--- src/rtl/pc_ctrl_pkg.sv ---
// pc_ctrl_pkg: opcode/funct3 codes, pc_sel encodings and FSM state constants for the PC sequencer
package pc_ctrl_pkg;
  localparam logic [6:0] OP_JAL    = 7'b1101111;
  localparam logic [6:0] OP_JALR   = 7'b1100111;
  localparam logic [6:0] OP_BRANCH = 7'b1100011;
  localparam logic [2:0] F3_BEQ  = 3'b000;
  localparam logic [2:0] F3_BNE  = 3'b001;
  localparam logic [2:0] F3_BLT  = 3'b100;
  localparam logic [2:0] F3_BGE  = 3'b101;
  localparam logic [2:0] F3_BLTU = 3'b110;
  localparam logic [2:0] F3_BGEU = 3'b111;
  localparam logic [1:0] SEL_PC4   = 2'd0;
  localparam logic [1:0] SEL_ALU   = 2'd1;
  localparam logic [1:0] SEL_RESET = 2'd2;
  typedef logic [1:0] state_t;
  localparam state_t BOOT  = 2'd0;
  localparam state_t RUN   = 2'd1;
  localparam state_t FLUSH = 2'd2;
endpackage

--- src/rtl/br_resolve.sv ---
// br_resolve: combinational control-transfer decision for the instruction in execute
module br_resolve
  import pc_ctrl_pkg::*;
(
  input  logic [31:0] inst,
  input  logic        inst_valid,
  input  logic        BrEq,
  input  logic        BrLt,
  output logic        taken,
  output logic        is_branch,
  output logic        BrUn
);
  logic [6:0] op;
  logic [2:0] f3;
  logic       br_op;
  logic       cond;
  always_comb begin
    op    = inst[6:0];
    f3    = inst[14:12];
    br_op = op == OP_BRANCH;
    cond  = (f3 == F3_BEQ) ? BrEq :
            (f3 == F3_BNE) ? !BrEq :
            (f3 == F3_BLT || f3 == F3_BLTU) ? BrLt :
            (f3 == F3_BGE || f3 == F3_BGEU) ? !BrLt : 1'b0;
    BrUn      = br_op & inst[13];
    is_branch = inst_valid & br_op;
    taken     = inst_valid & (op == OP_JAL || op == OP_JALR || (br_op & cond));
  end
endmodule

--- src/rtl/pc_seq_ctrl.sv ---
// pc_seq_ctrl: PC select/write/flush sequencer with branch and redirect statistics
module pc_seq_ctrl
  import pc_ctrl_pkg::*;
#(
  parameter int CNT_W = 32
) (
  input  logic             clk,
  input  logic             rst,
  input  logic [31:0]      inst,
  input  logic             inst_valid,
  input  logic             BrEq,
  input  logic             BrLt,
  input  logic             stall,
  output logic             BrUn,
  output logic [1:0]       pc_sel,
  output logic             pc_we,
  output logic             flush,
  output logic [CNT_W-1:0] br_cnt,
  output logic [CNT_W-1:0] taken_cnt
);
  state_t state, nxt;
  logic taken, is_branch, boot, run_go, redirect;
  br_resolve u_br (
    .inst(inst),
    .inst_valid(inst_valid),
    .BrEq(BrEq),
    .BrLt(BrLt),
    .taken(taken),
    .is_branch(is_branch),
    .BrUn(BrUn)
  );
  // unused encoding behaves as BOOT so the FSM self-recovers
  always_comb begin
    boot     = !(state == RUN || state == FLUSH);
    run_go   = state == RUN && !stall;
    redirect = run_go && taken;
    pc_sel   = boot ? SEL_RESET : redirect ? SEL_ALU : SEL_PC4;
    pc_we    = boot ? !rst : !stall;
    flush    = boot || state == FLUSH || redirect;
    nxt      = boot ? RUN : (state == FLUSH) ? (stall ? FLUSH : RUN) : redirect ? FLUSH : RUN;
  end
  always_ff @(posedge clk or posedge rst) begin
    if (rst) begin
      state     <= BOOT;
      br_cnt    <= '0;
      taken_cnt <= '0;
    end else begin
      state <= nxt;
      if (run_go && is_branch) br_cnt <= br_cnt + 1'b1;
      if (redirect) taken_cnt <= taken_cnt + 1'b1;
    end
  end
endmodule

--- config.mk ---
export PLATFORM = sky130hd
export DESIGN_NAME = pc_seq_ctrl
export DESIGN_NICKNAME = d
export VERILOG_FILES = /design/src/rtl/pc_ctrl_pkg.sv /design/src/rtl/br_resolve.sv /design/src/rtl/pc_seq_ctrl.sv
export SDC_FILE = /design/constraint.sdc
export NUM_CORES = 1
export LEC_CHECK = 0
export ABC_AREA = 1
export CORE_MARGIN = 2
export CORE_UTILIZATION = 35
export DETAILED_ROUTE_END_ITERATION = 8
export SYNTH_ARGS = -nofsm -noshare
export SYNTH_HDL_FRONTEND = slang
export SYNTH_HIERARCHICAL = 1
export SYNTH_SLANG_ARGS = --single-unit
--- constraint.sdc ---
create_clock -name clk -period 8.45 [get_ports clk]
set_clock_uncertainty 0.2 [all_clocks]
set_input_delay 1.69 -clock clk [delete_from_list [all_inputs] [get_ports clk]]
set_output_delay 1.69 -clock clk [all_outputs]
set_load 0.1 [all_outputs]
Fig. 1: run 1, floorplan with the power grid
Scale: 4 px per um. Pins as bars on the die edge. Tap cells in gray.
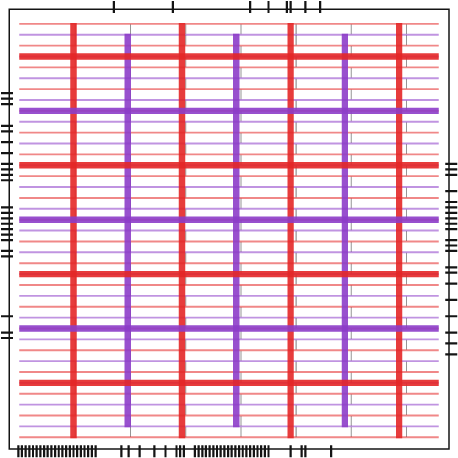
[purple] VDD
[red] VSS
met4 straps: 7
met5 straps: 7
rows: 38
signal pins: 107
Worst VDD drop: 0.0000824 V
Die Wd: 110 um
core area: 10800 um^2
Die Ht: 110 um

Fig. 2: run 1, placement by cell class
Scale: 4 px per um. Fill, decap, tap and diode cells in gray.
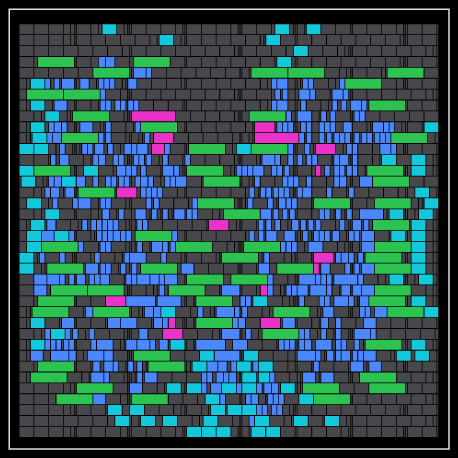
[magenta] clock drivers and dummy loads | cells: 16 | share of their area: 4.3%
[green] flops | cells: 66 | share of their area: 34%
[blue] combinational and other logic | cells: 433 | share of their area: 45%
[cyan] other buffers and delay cells | cells: 85 | share of their area: 17%
final core utilization: 47.0%
Core Rows: 38
final instance area: 5090 um^2

==> flow_metrics.env, run 1 <==
# source this file to load flow results
export IMPL_status="finished clean"
export IMPL_ys_chip_area_um2=3900
export IMPL_setup_worst_path_end="pc_sel[0]"
export IMPL_mux_area_share_pct=0
export IMPL_clkbuf_count=11
export IMPL_crit_fanout=11
export IMPL_seq_share_pct=32.4
export IMPL_antenna_left=0
export IMPL_hold_slack_ns=0.296
export IMPL_buffers=85
export IMPL_fp_util_pct=36.0
export IMPL_p_leak_uw=0.00228
export IMPL_topCellsByArea="dfrtp_1 (42%), nand2_1 (17%), nor2_1 (6.6%)"
export IMPL_wl_per_cell_um=12.6
export IMPL_grt_pass1_vias=3311
export IMPL_num_io_pins=107
export IMPL_drv_cap=0
export IMPL_clockBufferDepth=2
export IMPL_place_congestion=0.838
export IMPL_xor_share_pct=8.28
export IMPL_grt_max_degree=67
export IMPL_dominant_cell_class="multi-input combinational cells"
export IMPL_antenna_found_initial=0
export IMPL_vias=3401
export IMPL_rsz0062_at_grt="false"
export IMPL_cts_root_buf="clkbuf_8"
export IMPL_common_cells="nand2_1 (180), nor2_1 (69), dfrtp_1 (66), inv_1 (46)"
export IMPL_lay_top_count="nand2_1"
export IMPL_regArea_um2=1650
export IMPL_maxSlewViolCount=0
export IMPL_r2r_end="taken_cnt[13]$_DFFE_PP0N_"
export IMPL_cts_resized=0
export IMPL_seq_cell_count=66
export IMPL_max_freq_ghz=0.163
export IMPL_fa_ha_area_share_pct=1.60
export IMPL_slew_headroom_pct=33.2
export IMPL_cts_hold_buf=0
export IMPL_track_usage_pct=16.9
export IMPL_ff2ff_setup_slack_ns=6.12
export IMPL_n_fill_cell=1088
export IMPL_hold_viol_final=0
export IMPL_antenna_cells=0
export IMPL_drc=0
export IMPL_drt_first_pass_iters=4
export IMPL_simple_gate_area_share_pct=41.7
export IMPL_endpoint_kind="output pin"
export IMPL_numSynthFlops=66
export IMPL_drive_gt1_share_pct=9.33
export IMPL_inverters=48
export IMPL_crit_type="input pin to output pin"
export IMPL_syn_cell_area_um2=3900
export IMPL_nets=638
export IMPL_min_period_ns=6.14
export IMPL_synth_warnings=6
export IMPL_worst_slew_pin_transition_ns=0.999
export IMPL_nMultiInputCombCells=385
export IMPL_crit_start="inst[6]"
export IMPL_min_path_cells=2
export IMPL_synth_compound_area_share_pct=0.385
export IMPL_edf_count=0
export IMPL_dieArea_um2=12000
export IMPL_layout_top_cells="nand2_1 (180), clkdlybuf4s50_1 (84), nor2_1 (69)"
export IMPL_cts_tree="yes"
export IMPL_worstSkewPairLatency_ns=0.35
export IMPL_grt_pass1_wl_um=15600
export IMPL_io_buffers=84
export IMPL_reg2reg_depth=8
export IMPL_openroad_warnings=50
export IMPL_clock_sinks=66
export IMPL_drtIter0Drc=98
export IMPL_cts_buffers=9
export IMPL_top_cell_area_share_pct=42.4
export IMPL_flop_cell="dfrtp_1"
export IMPL_routed_via_density=4.60
export IMPL_clk_share_pct=4.13
export IMPL_comb_share_pct=39.8
export IMPL_tap_cells=140
export IMPL_top_area_cell="dfrtp_1"
export IMPL_async_reset_ff_share_pct=100
export IMPL_synthMostInstantiatedCell="nand2_1"
export IMPL_ys_types=32
export IMPL_combGateArea_um2=2030
export IMPL_fin_tns_setup_ns=0
export IMPL_grt_overflow_total=0
export IMPL_setup_viol_count_final=0
export IMPL_buf_share_pct=16.7
export IMPL_worstPathArrival_ns=4.25
export IMPL_wl_um=9320
export IMPL_hpwl_um=7100
export IMPL_post_cts_buffers=0
export IMPL_avgSynthCellArea_um2=7.75
export IMPL_area_delta_synth_final_pct=30.6
export IMPL_min_path_type="flop to flop"
export IMPL_start_kind="input pin"
export IMPL_power_density_nw_per_um2=131
export IMPL_yosys_stat_seqShare_pct=42.4
export IMPL_syn_inst=503
export IMPL_period_used_pct=72.6
export IMPL_r2r_start="state[1]$_DFF_PP0_"
export IMPL_ys_cells=503
export IMPL_syn_nets=546
export IMPL_required_ns=6.56
export IMPL_path_clk_slew_ns=0.07
export IMPL_synthTopLogicFamily="simple AND/OR/NAND/NOR gates"
export IMPL_htree_levels=3
Fig. 3: run 1, clock wires, drivers and flops
Scale: 3 px per um.
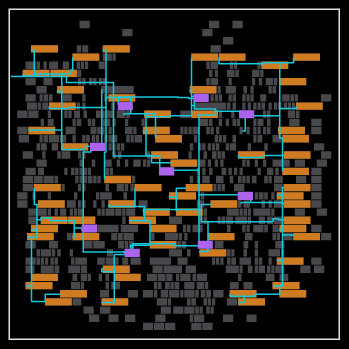
[purple] clock drivers | count: 9
[orange] flip-flops | count: 66
[cyan] clock wires | length: 1010 um
routed clock nets: 10
Clock power frac: 43.8%
Power Clock: 292 uW

-- run 1: worst max-delay path, cell delays in order --
cell and delay [ns]:
clkdlybuf4s50_1 0.52, nand3b_4 0.10, or2_0 0.22, nand2_1 0.08, nand3_2 0.29, nor2_1 0.18
clkdlybuf4s50_1 1.16
-- run 1: per-stage QoR --
stage / instances / area, um^2 / setup WS (ns) / power (uW)
final: 740 / 5090 / 2.31 / 667
after global routing: 740 / 5090 / 2.20 / 697
after CTS: 740 / 5090 / 2.28 / 680
after detailed placement: 724 / 4880 / 2.29 / 382
after global placement: 724 / 4880 / 2.33 / 381
after floorplan: 503 / 3900 / 2.33 / 363
-- run 1: how the worst min path moves through the flow --
stage | end | start | slack [ns]
6_report | taken_cnt[31]$_DFFE_PP0N_ | taken_cnt[31]$_DFFE_PP0N_ | 0.30
5_1_grt | taken_cnt[10]$_DFFE_PP0N_ | taken_cnt[10]$_DFFE_PP0N_ | 0.33
4_1_cts | taken_cnt[31]$_DFFE_PP0N_ | taken_cnt[31]$_DFFE_PP0N_ | 0.31
3_5_place_dp | taken_cnt[31]$_DFFE_PP0N_ | taken_cnt[31]$_DFFE_PP0N_ | 0.29
3_3_place_gp | taken_cnt[31]$_DFFE_PP0N_ | taken_cnt[31]$_DFFE_PP0N_ | 0.27
2_1_floorplan | state[0]$_DFF_PP0_ | state[1]$_DFF_PP0_ | 0.44
-- run 1: power by group --
part	internal, uW	leakage (uW)	switching [uW]
logic	15.5	0.00131	37.6
registers	318	0.000871	3.19
clock network	166	0.000107	126
total	500	0.00228	167
-- run 1: sequential cells by signal (all words and copies together), names as in the netlist --
register,count
br_cnt,32
state,2
taken_cnt,32
-- run 1: layer usage --
layer,GRT usage (%),wire [um]
met4,5.42,138
met5,0,0
met1,20.2,4150
met3,4.68,378
met2,29.5,4650
Fig. 4: run 1, track usage over the die
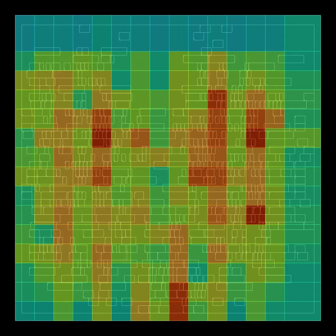

==> run 2, diff against run 1 <==
Clock period 8.45 ns to 5.7 ns, I/O delays scaled along.
Fig. 5: run 2, track usage over the die
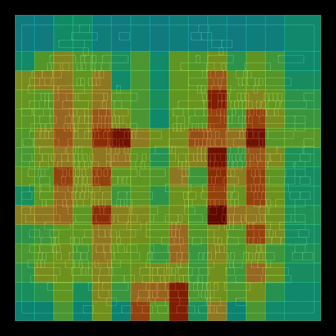
All-Layer GR Usage: 17.1%
met1 GRT Util: 20.3%
met2 Usage GRT: 31.1%

==> flow_metrics.env, run 2 <==
# source this file to load flow results
export IMPL_drc=0
export IMPL_cts_tree="yes"
export IMPL_slew_headroom_pct=33.1
export IMPL_grt_max_degree=67
export IMPL_simple_gate_area_share_pct=41.7
export IMPL_worstPathArrival_ns=3.17
export IMPL_hpwl_um=7180
export IMPL_p_leak_uw=0.00229
export IMPL_synth_warnings=6
export IMPL_dr_wl_met3_um=357
export IMPL_cts_resized=0
export IMPL_core_um2=10800
export IMPL_fin_tns_setup_ns=0
export IMPL_post_cts_buffers=0
export IMPL_edf_count=0
export IMPL_cts_root_buf="clkbuf_8"
export IMPL_path_clk_slew_ns=0.07
export IMPL_highest_layer="met4"
export IMPL_synthTopLogicFamily="simple AND/OR/NAND/NOR gates"
export IMPL_chipWidth_um=110
export IMPL_period_used_pct=79.1
export IMPL_met3_usage_pct=3.79
export IMPL_top_area_cell="dfrtp_1"
export IMPL_die_height_um=110
export IMPL_crit_fanout=3
export IMPL_endpoint_kind="output pin"
export IMPL_synthMostInstantiatedCell="nand2_1"
export IMPL_max_freq_ghz=0.222
export IMPL_area_delta_synth_final_pct=30.6
export IMPL_top_cell_area_share_pct=42.4
export IMPL_nets=638
export IMPL_clock_sinks=66
export IMPL_dieArea_um2=12000
export IMPL_hold_viol_final=0
export IMPL_crit_start="inst[0]"
export IMPL_maxSlewViolCount=0
export IMPL_antenna_left=0
export IMPL_crit_type="input pin to output pin"
export IMPL_async_reset_ff_share_pct=100
export IMPL_vias=3382
export IMPL_worstSkewPairLatency_ns=0.34
export IMPL_min_delay_start="taken_cnt[31]$_DFFE_PP0N_"
export IMPL_flop_cell="dfrtp_1"
export IMPL_yosys_stat_seqShare_pct=42.4
export IMPL_grt_pass1_vias=3423
export IMPL_biggestRegsByFlops="br_cnt x32, taken_cnt x32, state x2"
export IMPL_lay_top_count="nand2_1"
export IMPL_num_io_pins=107
export IMPL_ir_worst_vdd_v=0.000110
export IMPL_hold_slack_ns=0.292
export IMPL_utilization_pct=47.0
export IMPL_ys_types=32
export IMPL_io_buffers=84
export IMPL_layout_top_cells="nand2_1 (180), clkdlybuf4s50_1 (81), nor2_1 (69)"
export IMPL_power_density_nw_per_um2=196
export IMPL_top_usage_layer="met2"
export IMPL_clockBufferDepth=2
export IMPL_combGateArea_um2=2030
export IMPL_r2r_start="state[1]$_DFF_PP0_"
export IMPL_design_area_um2=5090
export IMPL_mux_area_share_pct=0
export IMPL_place_congestion=0.835
export IMPL_synth_compound_area_share_pct=0.385
export IMPL_fp_util_pct=36.0
export IMPL_openroad_warnings=50
export IMPL_antenna_cells=0
export IMPL_grt_overflow_total=0
export IMPL_cts_hold_buf=0
export IMPL_drv_cap=0
export IMPL_syn_nets=546
export IMPL_avgSynthCellArea_um2=7.75
export IMPL_start_kind="input pin"
export IMPL_rows=38
export IMPL_worst_slew_pin_transition_ns=1.00
export IMPL_xor_share_pct=8.28
export IMPL_numSynthFlops=66
export IMPL_common_cells="nand2_1 (180), nor2_1 (69), dfrtp_1 (66), inv_1 (46)"
export IMPL_syn_cell_area_um2=3900
export IMPL_syn_inst=503
export IMPL_cts_buffers=9
export IMPL_rsz0062_at_grt="false"
export IMPL_wl_met2_um=4750
export IMPL_wl_per_cell_um=12.8
export IMPL_regArea_um2=1650
export IMPL_min_period_ns=4.51
export IMPL_min_path_type="flop to flop"
export IMPL_n_fill_cell=1099
export IMPL_required_ns=4.36
export IMPL_topCellsByArea="dfrtp_1 (42%), nand2_1 (17%), nor2_1 (6.6%)"
export IMPL_antenna_found_initial=0
export IMPL_ys_chip_area_um2=3900
export IMPL_status="finished clean"
export IMPL_wl_um=9480
export IMPL_dpl_cell_area_um2=4870
export IMPL_power_total_uw=997
export IMPL_routed_via_density=4.57
-- run 2: worst paths after layout --
path,endpoint,slack (ns),depth (start not counted)
setup reg to reg,taken_cnt[13]$_DFFE_PP0N_,3.33,8
setup / recovery,BrUn,1.19,6
hold reg to reg,taken_cnt[31]$_DFFE_PP0N_,0.29,2
max in group asynchronous,taken_cnt[30]$_DFFE_PP0N_,3.54,3
hold / removal,taken_cnt[31]$_DFFE_PP0N_,0.29,2
min in group asynchronous,taken_cnt[2]$_DFFE_PP0N_,1.21,3
-- run 2: critical path, cell delays in order --
cell and delay [ns]:
clkdlybuf4s50_1 0.46, nand2_1 0.06, inv_1 0.08, nand2_1 0.08, nor3b_1 0.18, clkdlybuf4s50_1 1.16
-- run 2: where the power goes --
part           leakage (uW)  internal (uW)  total (uW)  switching [uW]
logic               0.00131           22.9        79.3            56.3
clock network      0.000109            257         441             183
registers          0.000871            472         477            4.82
-- run 2: layout make-up --
| class | instances | area share (%) |
|---|---|---|
| multi-input cells | 385 | 39.8 |
| flip-flops and latches | 66 | 32.4 |
| repair buffers | 85 | 16.5 |
| inverters | 48 | 3.56 |
| well taps | 140 | 3.44 |
| clock buffers | 11 | 2.78 |
| clock inverters | 5 | 1.52 |
-- run 2: logic make-up (layout without fill, tap and decap cells) --
| logic type | Yosys count | after routing |
|---|---|---|
| simple gates | 341 | 341 |
| flops | 66 | 66 |
| buf+inv | 52 | 149 |
| xor+xnor | 36 | 36 |
| fa+ha+maj | 5 | 5 |
| compound gates | 3 | 3 |
-- run 2: per-stage QoR --
step | setup slack [ns] | std cells
after detailed placement | 1.20 | 724
final | 1.19 | 740
after CTS | 1.20 | 740
after global placement | 1.24 | 724
after global routing | 1.13 | 740
after floorplan | 0.681 | 503
Fig. 6: run 2, placement by cell class
Scale: 4 px per um. Fill, decap, tap and diode cells in gray.
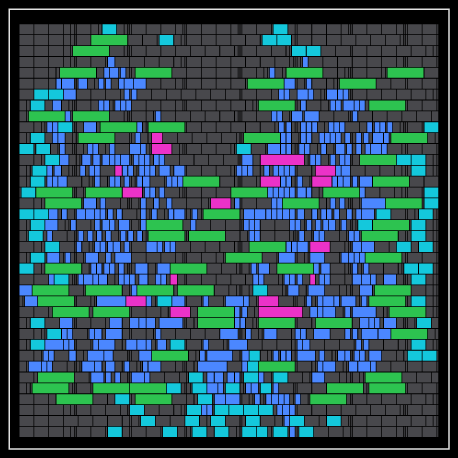

==> run 3, diff against run 2 <==
Clock period 5.7 ns to 4.7 ns, I/O delays scaled along.
Fig. 7: run 3, placement by cell class
Scale: 4 px per um. Fill, decap, tap and diode cells in gray.
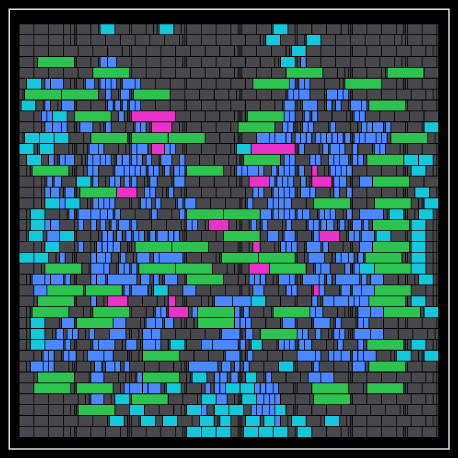
[magenta] clock drivers and dummy loads | cells: 16 | share of their area: 4.3%
[green] flops | cells: 66 | share of their area: 34%
[cyan] other buffers and delay cells | cells: 85 | share of their area: 17%
[blue] combinational and other logic | cells: 433 | share of their area: 45%
final instance area: 5080 um^2
fraction of area in registers: 32.5%
final core utilization: 46.9%

==> flow_metrics.env, run 3 <==
# source this file to load flow results
export IMPL_status="finished clean"
export IMPL_ys_chip_area_um2=3900
export IMPL_hold_viol_final=0
export IMPL_drv_cap=0
export IMPL_fin_tns_setup_ns=0
export IMPL_worst_slew_pin_transition_ns=1.01
export IMPL_grt_pass1_wl_um=15700
export IMPL_post_cts_buffers=0
export IMPL_ff2ff_setup_slack_ns=2.44
export IMPL_worstSkewPairLatency_ns=0.35
export IMPL_fp_util_pct=36.0
export IMPL_cts_tree="yes"
export IMPL_reg2reg_depth=8
export IMPL_grt_overflow_total=0
export IMPL_xor_share_pct=8.28
export IMPL_nets=638
export IMPL_min_period_ns=3.76
export IMPL_path_delay_family="simple AND/OR/NAND/NOR gates"
export IMPL_cts_buffers=9
export IMPL_top_cell_area_share_pct=42.4
export IMPL_n_fill_cell=1080
export IMPL_wl_um=9200
export IMPL_htree_levels=3
export IMPL_period_used_pct=80.1
export IMPL_drt_first_pass_iters=4
export IMPL_start_kind="input pin"
export IMPL_synth_warnings=6
export IMPL_rsz0062_at_grt="false"
export IMPL_fa_ha_area_share_pct=1.60
export IMPL_topCellsByArea="dfrtp_1 (42%), nand2_1 (17%), nor2_1 (6.6%)"
export IMPL_crit_fanout=11
export IMPL_dieArea_um2=12000
export IMPL_wl_met2_um=4670
export IMPL_syn_cell_area_um2=3900
export IMPL_layout_top_cells="nand2_1 (180), clkdlybuf4s50_1 (80), nor2_1 (69)"
export IMPL_cts_hold_buf=0
export IMPL_vias=3439
export IMPL_slew_headroom_pct=32.7
export IMPL_critPathSlowestCell="clkdlybuf4s50_1"
export IMPL_endpoint_kind="output pin"
export IMPL_mux_area_share_pct=0
export IMPL_ir_worst_vdd_v=0.000131
export IMPL_required_ns=3.56
export IMPL_met3_usage_pct=4.62
export IMPL_routed_via_density=4.65
export IMPL_grt_use_met2_pct=29.5
export IMPL_worstPathArrival_ns=2.62
export IMPL_rows=38
export IMPL_place_congestion=0.835
export IMPL_setup_viol_count_final=0
export IMPL_edf_count=0
export IMPL_ys_types=32
export IMPL_critical_path_max_stage_delay_ns=0.52
export IMPL_max_freq_ghz=0.266
export IMPL_clockBufferDepth=2
export IMPL_synthTopLogicFamily="simple AND/OR/NAND/NOR gates"
export IMPL_cp_cell_sequence="clkdlybuf4s50_1 -> nand3b_4 -> or2_0 -> nand2_1 -> nand3_2 -> nor2_1 -> buf_4"
export IMPL_drive_gt1_share_pct=10.0
export IMPL_syn_nets=546
export IMPL_maxSlewViolCount=0
export IMPL_p_leak_uw=0.00229
export IMPL_worst_path_buf_inv=2
export IMPL_antenna_found_initial=0
export IMPL_grt_max_degree=67
export IMPL_drtIter0Drc=102
export IMPL_antenna_cells=0
export IMPL_yosys_stat_seqShare_pct=42.4
export IMPL_common_cells="nand2_1 (180), nor2_1 (69), dfrtp_1 (66), inv_1 (46)"
export IMPL_async_reset_ff_share_pct=100
export IMPL_biggestRegsByFlops="br_cnt x32, taken_cnt x32, state x2"
export IMPL_io_buffers=84
export IMPL_area_delta_synth_final_pct=30.4
export IMPL_path_clk_slew_ns=0.07
export IMPL_combGateArea_um2=2030
export IMPL_hpwl_um=7110
export IMPL_cts_resized=0
export IMPL_flop_cell="dfrtp_1"
export IMPL_core_um2=10800
export IMPL_min_delay_start="taken_cnt[31]$_DFFE_PP0N_"
export IMPL_drc=0
export IMPL_crit_start="inst[6]"
export IMPL_clock_sinks=66
export IMPL_numSynthFlops=66
export IMPL_die_height_um=110
export IMPL_dpl_cell_count=724
export IMPL_dr_wl_met3_um=515
export IMPL_synthMostInstantiatedCell="nand2_1"
export IMPL_wl_per_cell_um=12.4
export IMPL_cp_depth=7
export IMPL_grt_pass1_vias=3398
export IMPL_lay_top_count="nand2_1"
export IMPL_track_usage_pct=16.8
export IMPL_syn_inst=503
export IMPL_regArea_um2=1650
export IMPL_finalNonFillerCells=740
export IMPL_setup_worst_path_end="pc_sel[0]"
export IMPL_r2r_end="taken_cnt[13]$_DFFE_PP0N_"
export IMPL_top_usage_layer="met2"
export IMPL_openroad_warnings=50
export IMPL_antenna_left=0
export IMPL_avgSynthCellArea_um2=7.75
export IMPL_crit_type="input pin to output pin"
export IMPL_highest_layer="met4"
export IMPL_r2r_start="state[1]$_DFF_PP0_"
export IMPL_simple_gate_area_share_pct=41.7
export IMPL_power_density_nw_per_um2=235
export IMPL_ys_cells=503
export IMPL_num_io_pins=107
export IMPL_chipWidth_um=110
export IMPL_cts_root_buf="clkbuf_8"
export IMPL_min_path_cells=2
export IMPL_min_path_type="flop to flop"
export IMPL_m1WireLength_um=3910
export IMPL_top_area_cell="dfrtp_1"
export IMPL_synth_compound_area_share_pct=0.385
export IMPL_use_met1_pct=19.7
-- run 3: worst min path at each step --
| stage | to |
|---|---|
| after floorplan | state[0]$_DFF_PP0_ |
| after global placement | taken_cnt[31]$_DFFE_PP0N_ |
| after detailed placement | taken_cnt[31]$_DFFE_PP0N_ |
| after CTS | taken_cnt[31]$_DFFE_PP0N_ |
| after global routing | taken_cnt[10]$_DFFE_PP0N_ |
| final | taken_cnt[31]$_DFFE_PP0N_ |
-- run 3: power breakdown --
group / internal, uW / switching [uW] / leakage (uW) / total [uW]
registers: 572 / 5.96 / 0.000871 / 578
clock network: 298 / 221 / 0.000107 / 519
logic: 27.8 / 67.4 / 0.00131 / 95.2
total: 899 / 294 / 0.00229 / 1190
-- run 3: area by class of cell --
type / count / area share [%]
clock buffers: 11 / 2.58
flip-flops and latches: 66 / 32.5
multi-input cells: 385 / 39.9
clock inverters: 5 / 1.55
inverters: 48 / 3.57
repair buffers: 85 / 16.5
well taps: 140 / 3.45
-- run 3: through the flow --
| stage | instance area, um^2 | total power [uW] | setup slack, ns | util [%] | hold WS (ns) |
|---|---|---|---|---|---|
| after global placement | 4870 | 685 | 0.932 | 44.9 | 0.270 |
| after detailed placement | 4870 | 686 | 0.915 | 44.9 | 0.291 |
| final | 5080 | 1190 | 0.936 | 46.9 | 0.300 |
| after floorplan | 3900 | 653 | 0.0809 | - | 0.439 |
| after global routing | 5080 | 1250 | 0.799 | 46.9 | 0.332 |
| after CTS | 5080 | 1210 | 0.910 | 46.9 | 0.305 |
-- run 3: worst register-to-register path, cell delays in order, from the launching register on --
cell	delay, ns
dfrtp_1	0.38
inv_1	0.08
ha_1	0.22
nand3_2	0.30
inv_1	0.39
nand2_1	0.16
nor2_2	0.20
nand2_1	0.09
xor2_1	0.14
Power figures rest on the tool's default switching activity, not on a simulated workload.
